===== config.mk =====
export PLATFORM = sky130hd
export DESIGN_NAME = control_sequencer
export DESIGN_NICKNAME = d
export VERILOG_FILES = /design/src/rtl/cpu_ctl_pkg.sv /design/src/rtl/mem_wait_cnt.sv /design/src/rtl/control_sequencer.sv
export SDC_FILE = /design/constraint.sdc
export NUM_CORES = 1
export LEC_CHECK = 0
export CAP_MARGIN = 20
export CORE_ASPECT_RATIO = 0.6
export CORE_MARGIN = 5
export CORE_UTILIZATION = 43
export DETAILED_ROUTE_END_ITERATION = 16
export GPL_ROUTABILITY_DRIVEN = 0
export PLACE_DENSITY = 0.74
export SKIP_CTS_REPAIR_TIMING = 1
export SYNTH_ARGS = -nofsm -noshare
export SYNTH_HDL_FRONTEND = slang
export SYNTH_SLANG_ARGS = --single-unit

===== constraint.sdc =====
create_clock -name clk -period 3.5 [get_ports clk]
set_clock_uncertainty 0.1 [all_clocks]
set_input_delay 0.35 -clock clk [delete_from_list [all_inputs] [get_ports clk]]
set_output_delay 0.35 -clock clk [all_outputs]
set_load 0.01 [all_outputs]

===== src/rtl/cpu_ctl_pkg.sv =====
// cpu_ctl_pkg: opcodes, strobe bit map, state encoding and decode helpers; MUL_DIV_EN enables mul/div
package cpu_ctl_pkg;
  localparam logic [4:0] OP_LD   = 5'b00000;
  localparam logic [4:0] OP_LDI  = 5'b00001;
  localparam logic [4:0] OP_ST   = 5'b00010;
  localparam logic [4:0] OP_R_LO = 5'b00011;
  localparam logic [4:0] OP_R_HI = 5'b01011;
  localparam logic [4:0] OP_I_LO = 5'b01100;
  localparam logic [4:0] OP_I_HI = 5'b01110;
  localparam logic [4:0] OP_MUL  = 5'b01111;
  localparam logic [4:0] OP_DIV  = 5'b10000;
  localparam logic [4:0] OP_NEG  = 5'b10001;
  localparam logic [4:0] OP_NOT  = 5'b10010;
  localparam logic [4:0] OP_BR   = 5'b10011;
  localparam logic [4:0] OP_JR   = 5'b10100;
  localparam logic [4:0] OP_JAL  = 5'b10101;
  localparam logic [4:0] OP_IN   = 5'b10110;
  localparam logic [4:0] OP_OUT  = 5'b10111;
  localparam logic [4:0] OP_MFHI = 5'b11000;
  localparam logic [4:0] OP_MFLO = 5'b11001;
  localparam logic [4:0] OP_NOP  = 5'b11010;
  localparam logic [4:0] OP_HALT = 5'b11011;
  localparam logic [4:0] OP_ADD  = OP_R_LO;

  localparam int C_PCOUT     = 0;
  localparam int C_ZHIOUT    = 1;
  localparam int C_ZLOOUT    = 2;
  localparam int C_HIOUT     = 3;
  localparam int C_LOOUT     = 4;
  localparam int C_INPORTOUT = 5;
  localparam int C_COUT      = 6;
  localparam int C_MDROUT    = 7;
  localparam int C_MARIN     = 8;
  localparam int C_PCIN      = 9;
  localparam int C_MDRIN     = 10;
  localparam int C_IRIN      = 11;
  localparam int C_YIN       = 12;
  localparam int C_INCPC     = 13;
  localparam int C_READ      = 14;
  localparam int C_WRITE     = 15;
  localparam int C_HIIN      = 16;
  localparam int C_LOIN      = 17;
  localparam int C_ZHIIN     = 18;
  localparam int C_ZLOIN     = 19;
  localparam int C_CONIN     = 20;
  localparam int C_GRA       = 21;
  localparam int C_GRB       = 22;
  localparam int C_GRC       = 23;
  localparam int C_RIN       = 24;
  localparam int C_ROUT      = 25;
  localparam int C_BAOUT     = 26;
  localparam int C_JAL       = 27;
  localparam int C_OUTPORTIN = 28;
  localparam int N_CTL       = 29;

  typedef logic [N_CTL-1:0] ctl_t;

  typedef enum logic [5:0] {
    S_RST, S_T0, S_T1, S_T2,
    S_LD3, S_LD4, S_LD5, S_LD6, S_LD7, S_WB5, S_ST6, S_ST7,
    S_R3, S_R4, S_NEG3, S_NEG4,
    S_BR3, S_BR4, S_BR5, S_BR6, S_JR3, S_JAL3, S_JAL4, S_JAL5,
    S_IN3, S_OUT3, S_MFHI3, S_MFLO3,
    S_MD3, S_MD4, S_MD5, S_MD6, S_HALT
  } state_t;

  function automatic ctl_t cb(int i);
    return ctl_t'(1) << i;
  endfunction

  function automatic logic op_legal(logic [4:0] o);
`ifdef MUL_DIV_EN
    return o <= OP_HALT;
`else
    return o <= OP_HALT && o != OP_MUL && o != OP_DIV;
`endif
  endfunction

  // first execute state for an opcode; nop and undefined opcodes go straight back to fetch
  function automatic state_t first_step(logic [4:0] o);
    if (!op_legal(o)) return S_T0;
    if (o <= OP_ST) return S_LD3;
    if (o <= OP_I_HI) return S_R3;
    if (o <= OP_DIV) return S_MD3;
    if (o <= OP_NOT) return S_NEG3;
    case (o)
      OP_BR:   return S_BR3;
      OP_JR:   return S_JR3;
      OP_JAL:  return S_JAL3;
      OP_IN:   return S_IN3;
      OP_OUT:  return S_OUT3;
      OP_MFHI: return S_MFHI3;
      OP_MFLO: return S_MFLO3;
      OP_HALT: return S_HALT;
      default: return S_T0;
    endcase
  endfunction

  function automatic logic [3:0] t_step(state_t s);
    case (s)
      S_T1: return 4'd1;
      S_T2: return 4'd2;
      S_LD3, S_R3, S_NEG3, S_BR3, S_JR3, S_JAL3, S_IN3, S_OUT3, S_MFHI3, S_MFLO3, S_MD3: return 4'd3;
      S_LD4, S_R4, S_NEG4, S_BR4, S_JAL4, S_MD4: return 4'd4;
      S_LD5, S_WB5, S_BR5, S_JAL5, S_MD5: return 4'd5;
      S_LD6, S_ST6, S_BR6, S_MD6: return 4'd6;
      S_LD7, S_ST7: return 4'd7;
      default: return 4'd0;
    endcase
  endfunction
endpackage


===== src/rtl/mem_wait_cnt.sv =====
// mem_wait_cnt: counts cycles spent in a memory-access state; done once MEM_WAIT extra cycles have elapsed
module mem_wait_cnt #(
  parameter int MEM_WAIT = 0
) (
  input  logic clk,
  input  logic clr,
  input  logic load,
  input  logic en,
  output logic done
);
  logic [2:0] r_cnt;
  // load restarts from zero outside memory states; count saturates at MEM_WAIT
  always_ff @(posedge clk)
    if (!clr || load) r_cnt <= '0;
    else if (en && !done) r_cnt <= r_cnt + 3'd1;
  assign done = (r_cnt == 3'(MEM_WAIT));
endmodule


===== src/rtl/control_sequencer.sv =====
// control_sequencer: Moore T-step control unit driving datapath strobes; MUL_DIV_EN enables mul/div sequences
module control_sequencer
  import cpu_ctl_pkg::*;
#(
  parameter int DATA_W   = 32,
  parameter int OPC_W    = 5,
  parameter int MEM_WAIT = 0
) (
  input  logic              clk,
  input  logic              clr,
  input  logic [DATA_W-1:0] ir,
  input  logic              con_ff,
  output logic [N_CTL-1:0]  ctl,
  output logic [OPC_W-1:0]  alu_op,
  output logic              run,
  output logic              illegal,
  output logic [3:0]        tstate
);
  state_t           r_state, w_next;
  logic [OPC_W-1:0] r_opc;
  logic             r_ill;
  logic [OPC_W-1:0] w_opc;
  logic             w_mem, w_done, w_unused;

  assign w_opc    = ir[DATA_W-1 -: OPC_W];
  assign w_unused = ^ir[DATA_W-OPC_W-1:0];
  assign w_mem    = r_state == S_T1 || r_state == S_LD6 || r_state == S_ST7;
  assign illegal  = r_ill;

  mem_wait_cnt #(.MEM_WAIT(MEM_WAIT)) u_wait (
    .clk (clk),
    .clr (clr),
    .load(!w_mem),
    .en  (w_mem),
    .done(w_done)
  );

  // state register; opcode latched and legality judged as T2 is left
  always_ff @(posedge clk)
    if (!clr) begin
      r_state <= S_RST;
      r_opc   <= '0;
      r_ill   <= 1'b0;
    end else begin
      r_state <= w_next;
      r_ill   <= r_state == S_T2 && !op_legal(w_opc);
      if (r_state == S_T2) r_opc <= w_opc;
    end

  // next-state: memory states hold until the wait counter is done
  always_comb begin
    w_next = S_T0;
    case (r_state)
      S_RST:   w_next = S_T0;
      S_T0:    w_next = S_T1;
      S_T1:    w_next = w_done ? S_T2 : S_T1;
      S_T2:    w_next = first_step(w_opc);
      S_LD3:   w_next = S_LD4;
      S_LD4:   w_next = (r_opc == OP_LD || r_opc == OP_ST) ? S_LD5 : S_WB5;
      S_LD5:   w_next = (r_opc == OP_ST) ? S_ST6 : S_LD6;
      S_LD6:   w_next = w_done ? S_LD7 : S_LD6;
      S_ST6:   w_next = S_ST7;
      S_ST7:   w_next = w_done ? S_T0 : S_ST7;
      S_R3:    w_next = (r_opc >= OP_I_LO) ? S_LD4 : S_R4;
      S_R4:    w_next = S_WB5;
      S_NEG3:  w_next = S_NEG4;
      S_BR3:   w_next = S_BR4;
      S_BR4:   w_next = S_BR5;
      S_BR5:   w_next = S_BR6;
      S_JAL3:  w_next = S_JAL4;
      S_JAL4:  w_next = S_JAL5;
      S_MD3:   w_next = S_MD4;
      S_MD4:   w_next = S_MD5;
      S_MD5:   w_next = S_MD6;
      S_HALT:  w_next = S_HALT;
      default: w_next = S_T0;
    endcase
  end

  // Moore outputs decoded from the registered state; only br T6 looks at con_ff
  always_comb begin
    ctl    = '0;
    tstate = t_step(r_state);
    run    = r_state != S_HALT;
    alu_op = (r_state == S_T0) ? OPC_W'(OP_ADD) : (tstate >= 4'd3) ? r_opc : '0;
    case (r_state)
      S_T0:    ctl = cb(C_PCOUT) | cb(C_MARIN) | cb(C_INCPC) | cb(C_ZLOIN);
      S_T1:    ctl = cb(C_ZLOOUT) | cb(C_PCIN) | cb(C_READ) | cb(C_MDRIN);
      S_T2:    ctl = cb(C_MDROUT) | cb(C_IRIN);
      S_LD3:   ctl = cb(C_GRB) | cb(C_BAOUT) | cb(C_YIN);
      S_LD4:   ctl = cb(C_COUT) | cb(C_ZLOIN);
      S_LD5:   ctl = cb(C_ZLOOUT) | cb(C_MARIN);
      S_LD6:   ctl = cb(C_READ) | cb(C_MDRIN);
      S_LD7:   ctl = cb(C_MDROUT) | cb(C_GRA) | cb(C_RIN);
      S_WB5:   ctl = cb(C_ZLOOUT) | cb(C_GRA) | cb(C_RIN);
      S_ST6:   ctl = cb(C_GRA) | cb(C_ROUT) | cb(C_MDRIN);
      S_ST7:   ctl = cb(C_WRITE);
      S_R3:    ctl = cb(C_GRB) | cb(C_ROUT) | cb(C_YIN);
      S_R4:    ctl = cb(C_GRC) | cb(C_ROUT) | cb(C_ZLOIN);
      S_NEG3:  ctl = cb(C_GRB) | cb(C_ROUT) | cb(C_ZLOIN);
      S_NEG4:  ctl = cb(C_ZLOOUT) | cb(C_GRA) | cb(C_RIN);
      S_BR3:   ctl = cb(C_GRA) | cb(C_ROUT) | cb(C_CONIN);
      S_BR4:   ctl = cb(C_PCOUT) | cb(C_YIN);
      S_BR5:   ctl = cb(C_COUT) | cb(C_ZLOIN);
      S_BR6:   ctl = cb(C_ZLOOUT) | (con_ff ? cb(C_PCIN) : '0);
      S_JR3:   ctl = cb(C_GRA) | cb(C_ROUT) | cb(C_PCIN);
      S_JAL3:  ctl = cb(C_PCOUT) | cb(C_ZLOIN);
      S_JAL4:  ctl = cb(C_ZLOOUT) | cb(C_JAL);
      S_JAL5:  ctl = cb(C_GRA) | cb(C_ROUT) | cb(C_PCIN);
      S_IN3:   ctl = cb(C_INPORTOUT) | cb(C_GRA) | cb(C_RIN);
      S_OUT3:  ctl = cb(C_GRA) | cb(C_ROUT) | cb(C_OUTPORTIN);
      S_MFHI3: ctl = cb(C_HIOUT) | cb(C_GRA) | cb(C_RIN);
      S_MFLO3: ctl = cb(C_LOOUT) | cb(C_GRA) | cb(C_RIN);
      S_MD3:   ctl = cb(C_GRA) | cb(C_ROUT) | cb(C_YIN);
      S_MD4:   ctl = cb(C_GRB) | cb(C_ROUT) | cb(C_ZLOIN) | cb(C_ZHIIN);
      S_MD5:   ctl = cb(C_ZLOOUT) | cb(C_LOIN);
      S_MD6:   ctl = cb(C_ZHIOUT) | cb(C_HIIN);
      default: ctl = '0;
    endcase
  end
endmodule


Fig. 1: run 1, wiring by layer
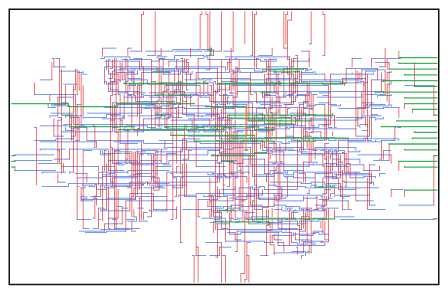
[green] M3 | wire length: 564 um
[orange] M4 | wire length: 10.2 um
[red] M2 | wire length: 2,680 um
[blue] M1 | wire length: 3,100 um
routed len/inst: 15.4 um
Tot GR Track Use: 19.3%
DR vias: 2,402

Fig. 2: run 1, placed standard cells
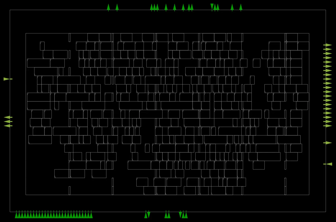
Rows: 19
fin cells: 411
Core Area: 0.00468 sq mm
Seq area share: 13.1%
Fillers: 450

==> results.json, run 1 <==
{
  "status": "finished clean",
  "p_sw_mw": 0.223,
  "common_cells": "34 x nor2_1, 26 x nand2_1, 19 x a21oi_1",
  "top_cell_area_share_pct": 16.9,
  "cp.buffers_inverters": 3,
  "criticalPathCategory": "reg -> reg",
  "top_power_group": "combinational cells",
  "drive_gt1_share_pct": 11.5,
  "wl_met3_um": 564,
  "grt-busiest-layer": "met1",
  "hold_viol_final": 0,
  "setup_viol": 0,
  "fp_nets": 349,
  "synth.cellmix.adderShare_pct": 5.27,
  "synthMuxAreaShare_pct": 3.86,
  "drc": 0,
  "nMultiInputCombCells": 246,
  "n_all_inverters": 14,
  "top_cell": "nor2_1",
  "rsz0062_at_grt": "false",
  "largest_area_cell": "dfxtp_1",
  "ys.flops": 18,
  "met2_usage_pct": 27.7,
  "antenna_cells": 0,
  "combPwrFrac_pct": 38.0,
  "slew_violations": 0,
  "compound_area_share_pct": 26.6,
  "min_from": "r_opc[0]",
  "vdd_ir_drop_max_v": 0.000179,
  "tritoncts": "done",
  "arrival_ns": 3.22,
  "port_buffers": 46,
  "synth.area.top_cells": "dfxtp_1 17%, nor2_1 6.0%, ha_1 5.3%, nor2b_1 4.7%, nand2_1 4.6%",
  "nClkBuffers": 4,
  "cp.depth": 13,
  "grt_pass1_vias": 2084,
  "p_total_mw": 0.650,
  "clock_area_share_pct": 2.00,
  "min_path_cells": 2,
  "tightest_slew_ns": 0.613,
  "worstPathRequired_ns": 3.55,
  "grt_max_degree": 20,
  "final_cell_area_sq_mm": 0.00275,
  "dominant_cells": "combinational gates",
  "fmax_mhz": 316,
  "swShare_pct": 34.3,
  "chipArea_sq_mm": 0.00653,
  "layout_top_cell": "clkdlybuf4s50_1",
  "yosys_area_sq_mm": 0.00214,
  "grt_pass1_wl_um": 10400,
  "synth_cell_types": 70,
  "placed_area_sq_mm": 0.00270,
  "worstRegToRegCells": 13,
  "r2r_setup_slack_ns": 0.33,
  "postSynthCellCount": 305,
  "crit_start": "u_wait.r_cnt[0]",
  "yosys_warnings": 0,
  "pg_seq_mw": 0.225,
  "ys_cells": 305,
  "nWellTaps": 63,
  "critPathLaunchType": "register"
}
Fig. 3: run 1, clock wires, drivers and flops
Scale bar: 20 um.
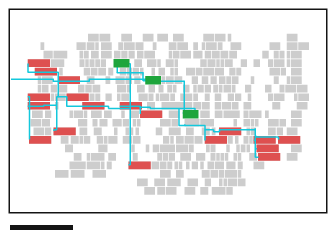
[cyan] clock wires | length: 286 um
[red] flip-flops | count: 18
[green] clock-net drivers | count: 3
routed clock nets: 4
Clock power frac: 27.4%
P_clk: 0.178 mW

Fig. 4: run 1, a small window of the routed layout
Region (31, 0) to (71, 40) um. Cells in grey, sequential cells in the stronger grey; small squares are vias.
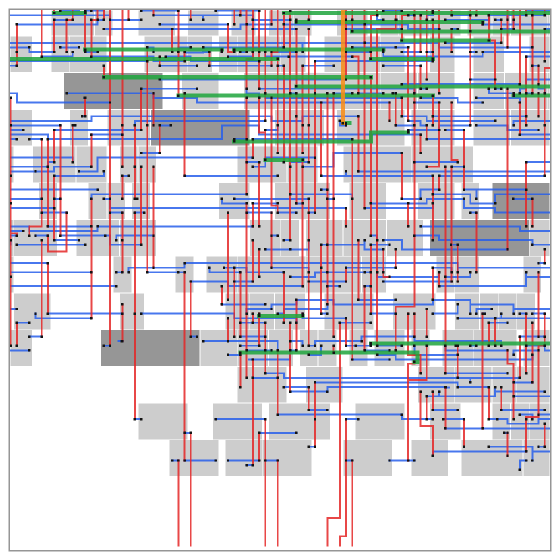
[blue] M1
[green] M3
[red] M2
[orange] M4
cells with their middle in the window: 124
sequential cells in the window: 5
most frequent: nor2_1 (12), buf_4 (12), nand2_1 (9)
netlist names of flops here include: `r_state` (3), `r_opc` (2)

==> run 1 -> run 2 <==
--- a/config.mk
+++ b/config.mk
@@ -8,10 +8,10 @@
 export CAP_MARGIN = 20
 export CORE_ASPECT_RATIO = 0.6
 export CORE_MARGIN = 5
-export CORE_UTILIZATION = 43
+export CORE_UTILIZATION = 46
 export DETAILED_ROUTE_END_ITERATION = 16
 export GPL_ROUTABILITY_DRIVEN = 0
-export PLACE_DENSITY = 0.74
+export PLACE_DENSITY = 0.78
 export SKIP_CTS_REPAIR_TIMING = 1
 export SYNTH_ARGS = -nofsm -noshare
 export SYNTH_HDL_FRONTEND = slang
==> run 2 against run 1 <==
Worst hold slack better by 0.015 ns; count of clock-buffer cells in the layout unchanged; die size down 5.7%; sequential cell count unchanged; clock power down 4%.
==> results.json, run 2 <==
{
  "top_cell": "nor2_1",
  "pg_seq_mw": 0.227,
  "status": "finished clean",
  "n_all_inverters": 14,
  "fp_nets": 349,
  "chipArea_sq_mm": 0.00615,
  "tritoncts": "done",
  "min_path_cells": 2,
  "p_clk_share_pct": 26.5,
  "arrival_ns": 3.18,
  "grt-busiest-layer": "met2",
  "placed_area_sq_mm": 0.00271,
  "grt_pass1_wl_um": 10700,
  "antenna_cells": 0,
  "nClkBuffers": 4,
  "nMultiInputCombCells": 246,
  "drc": 0,
  "layout_top_cell": "clkdlybuf4s50_1",
  "compound_area_share_pct": 26.6,
  "cp.buffers_inverters": 1,
  "yosys_area_sq_mm": 0.00214,
  "clock_area_share_pct": 1.99,
  "drive_gt1_share_pct": 11.7,
  "worstPathRequired_ns": 3.54,
  "p_sw_mw": 0.215,
  "wire_per_inst_um": 15.6,
  "final_cell_area_sq_mm": 0.00276,
  "globalRouteTotalUtil_pct": 20.8,
  "pg_clk_mw": 0.170,
  "yosys_warnings": 0,
  "dominant_cells": "combinational gates",
  "slew_violations": 0,
  "swShare_pct": 33.5,
  "rows": 19,
  "synth.area.top_cells": "dfxtp_1 17%, nor2_1 6.0%, ha_1 5.3%, nor2b_1 4.7%, nand2_1 4.6%",
  "cp.depth": 10,
  "grt_pass1_vias": 2205,
  "criticalPathCategory": "reg -> reg",
  "worstRegToRegCells": 10,
  "synthMuxAreaShare_pct": 3.86,
  "synth.cellmix.adderShare_pct": 5.27,
  "p_total_mw": 0.641,
  "combPwrFrac_pct": 38.1,
  "port_buffers": 46,
  "postSynthCellCount": 305,
  "rsz0062_at_grt": "false",
  "fmax_mhz": 319,
  "hold_viol_final": 0,
  "ys.flops": 18,
  "common_cells": "34 x nor2_1, 26 x nand2_1, 19 x a21oi_1",
  "vdd_ir_drop_max_v": 0.000179,
  "wl_met3_um": 649
}
Fig. 5: run 2, a small window of the routed layout
Region (29, 0) to (69, 40) um. Cells in grey, sequential cells in the stronger grey; small squares are vias.
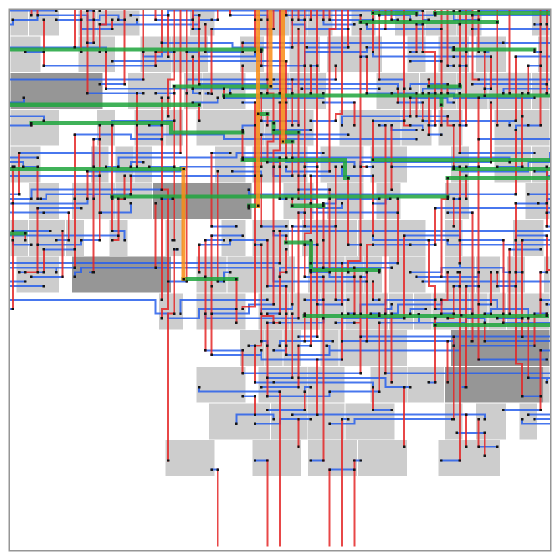

Fig. 6: run 2, placed standard cells
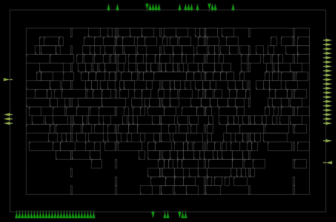
Tap Cells: 63
Core Area: 0.00454 sq mm
fin cells: 412
Fillers: 421

Fig. 7: run 2, signal wires on met3
Scale bar: 20 um.
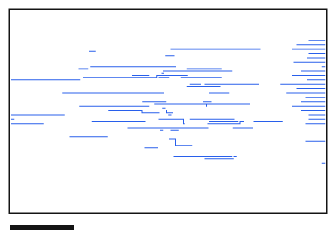
longest straight run: 31.3 um
nets with wire on the layer: 54
met3 usage in global routing: 5.35%
drt total wl: 6410 um
DR vias: 2,407

==> run 2 -> run 3 <==
--- a/config.mk
+++ b/config.mk
@@ -9,6 +9,7 @@
 export CORE_ASPECT_RATIO = 0.6
 export CORE_MARGIN = 5
 export CORE_UTILIZATION = 46
+export CTS_CLUSTER_DIAMETER = 100
 export DETAILED_ROUTE_END_ITERATION = 16
 export GPL_ROUTABILITY_DRIVEN = 0
 export PLACE_DENSITY = 0.78
==> run 3 against run 2 <==
Count of clock-buffer cells in the layout unchanged; worst setup slack unchanged; highest routed layer unchanged; largest cell class unchanged; die size unchanged; via count unchanged; sequential cell count unchanged; synthesized cell count unchanged; maximum frequency unchanged; critical path type unchanged; core utilization unchanged; critical path depth unchanged; register-to-register slack about the same; non-clock buffer count unchanged.
==> results.json, run 3 <==
{
  "stdcell_count": 412,
  "fp_nets": 349,
  "setup_viol": 0,
  "nWellTaps": 63,
  "grt_max_degree": 22,
  "p_sw_mw": 0.215,
  "critPathLaunchType": "register",
  "cp.depth": 10,
  "status": "finished clean",
  "rsz0062_at_grt": "false",
  "grt_pass1_wl_um": 10700,
  "combPwrFrac_pct": 38.1,
  "tritoncts": "done",
  "arrival_ns": 3.18,
  "pg_seq_mw": 0.227,
  "vias": 2407,
  "crit_start": "r_state[1]",
  "top_cell": "nor2_1",
  "worstPathRequired_ns": 3.54,
  "largest_area_cell": "dfxtp_1",
  "rows": 19,
  "core-area_sq_mm": 0.00454,
  "drt_wl_total_um": 6410,
  "cp.buffers_inverters": 1,
  "min_from": "r_opc[0]",
  "criticalPathCategory": "reg -> reg",
  "globalRouteTotalUtil_pct": 20.8,
  "drive_gt1_share_pct": 11.7,
  "p_clk_share_pct": 26.5,
  "gr-usage-met3_pct": 5.35,
  "tightest_slew_ns": 0.658,
  "final_cell_area_sq_mm": 0.00276,
  "met2_usage_pct": 31.1,
  "layout_top_cell": "clkdlybuf4s50_1",
  "top_power_group": "combinational cells",
  "vdd_ir_drop_max_v": 0.000179,
  "synth_cell_types": 70,
  "grt_pass1_vias": 2205,
  "wl_met3_um": 649,
  "min_path_cells": 2,
  "top_cell_area_share_pct": 16.9,
  "hold_viol_final": 0,
  "synthMuxAreaShare_pct": 3.86,
  "yosys_warnings": 0,
  "placed_area_sq_mm": 0.00271,
  "fmax_mhz": 319,
  "port_buffers": 46
}
Fig. 8: run 3, signal wires on met3
Scale bar: 20 um.
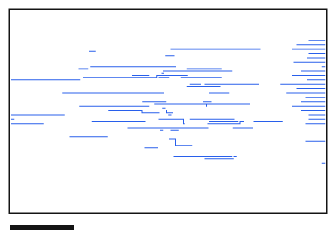

Fig. 9: run 3, a small window of the routed layout
Region (29, 0) to (69, 40) um. Cells in grey, sequential cells in the stronger grey; small squares are vias.
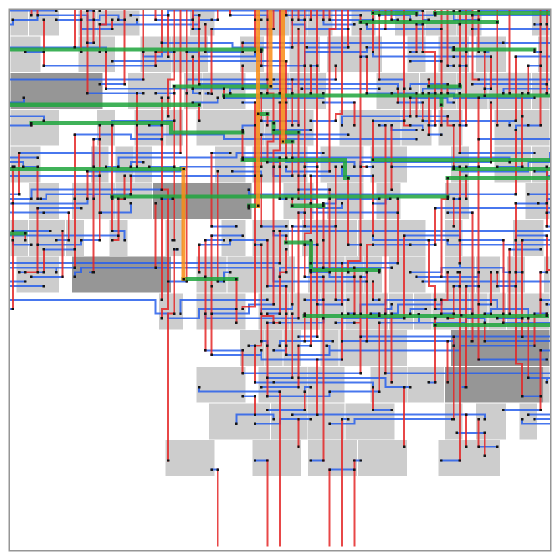
[red] M2
[orange] M4
[blue] M1
[green] M3
cells with their middle in the window: 121
most frequent: buf_4 (12), nor2_1 (11)
sequential cells in the window: 5
netlist names of flops here include: `r_state` (3), `r_opc` (2)

Fig. 10: run 3, placed standard cells
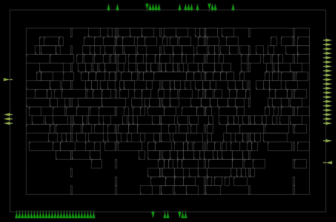
Core Util, Final: 60.8%
Seq area share: 13.0%

Power and IR drop assume default switching activity.
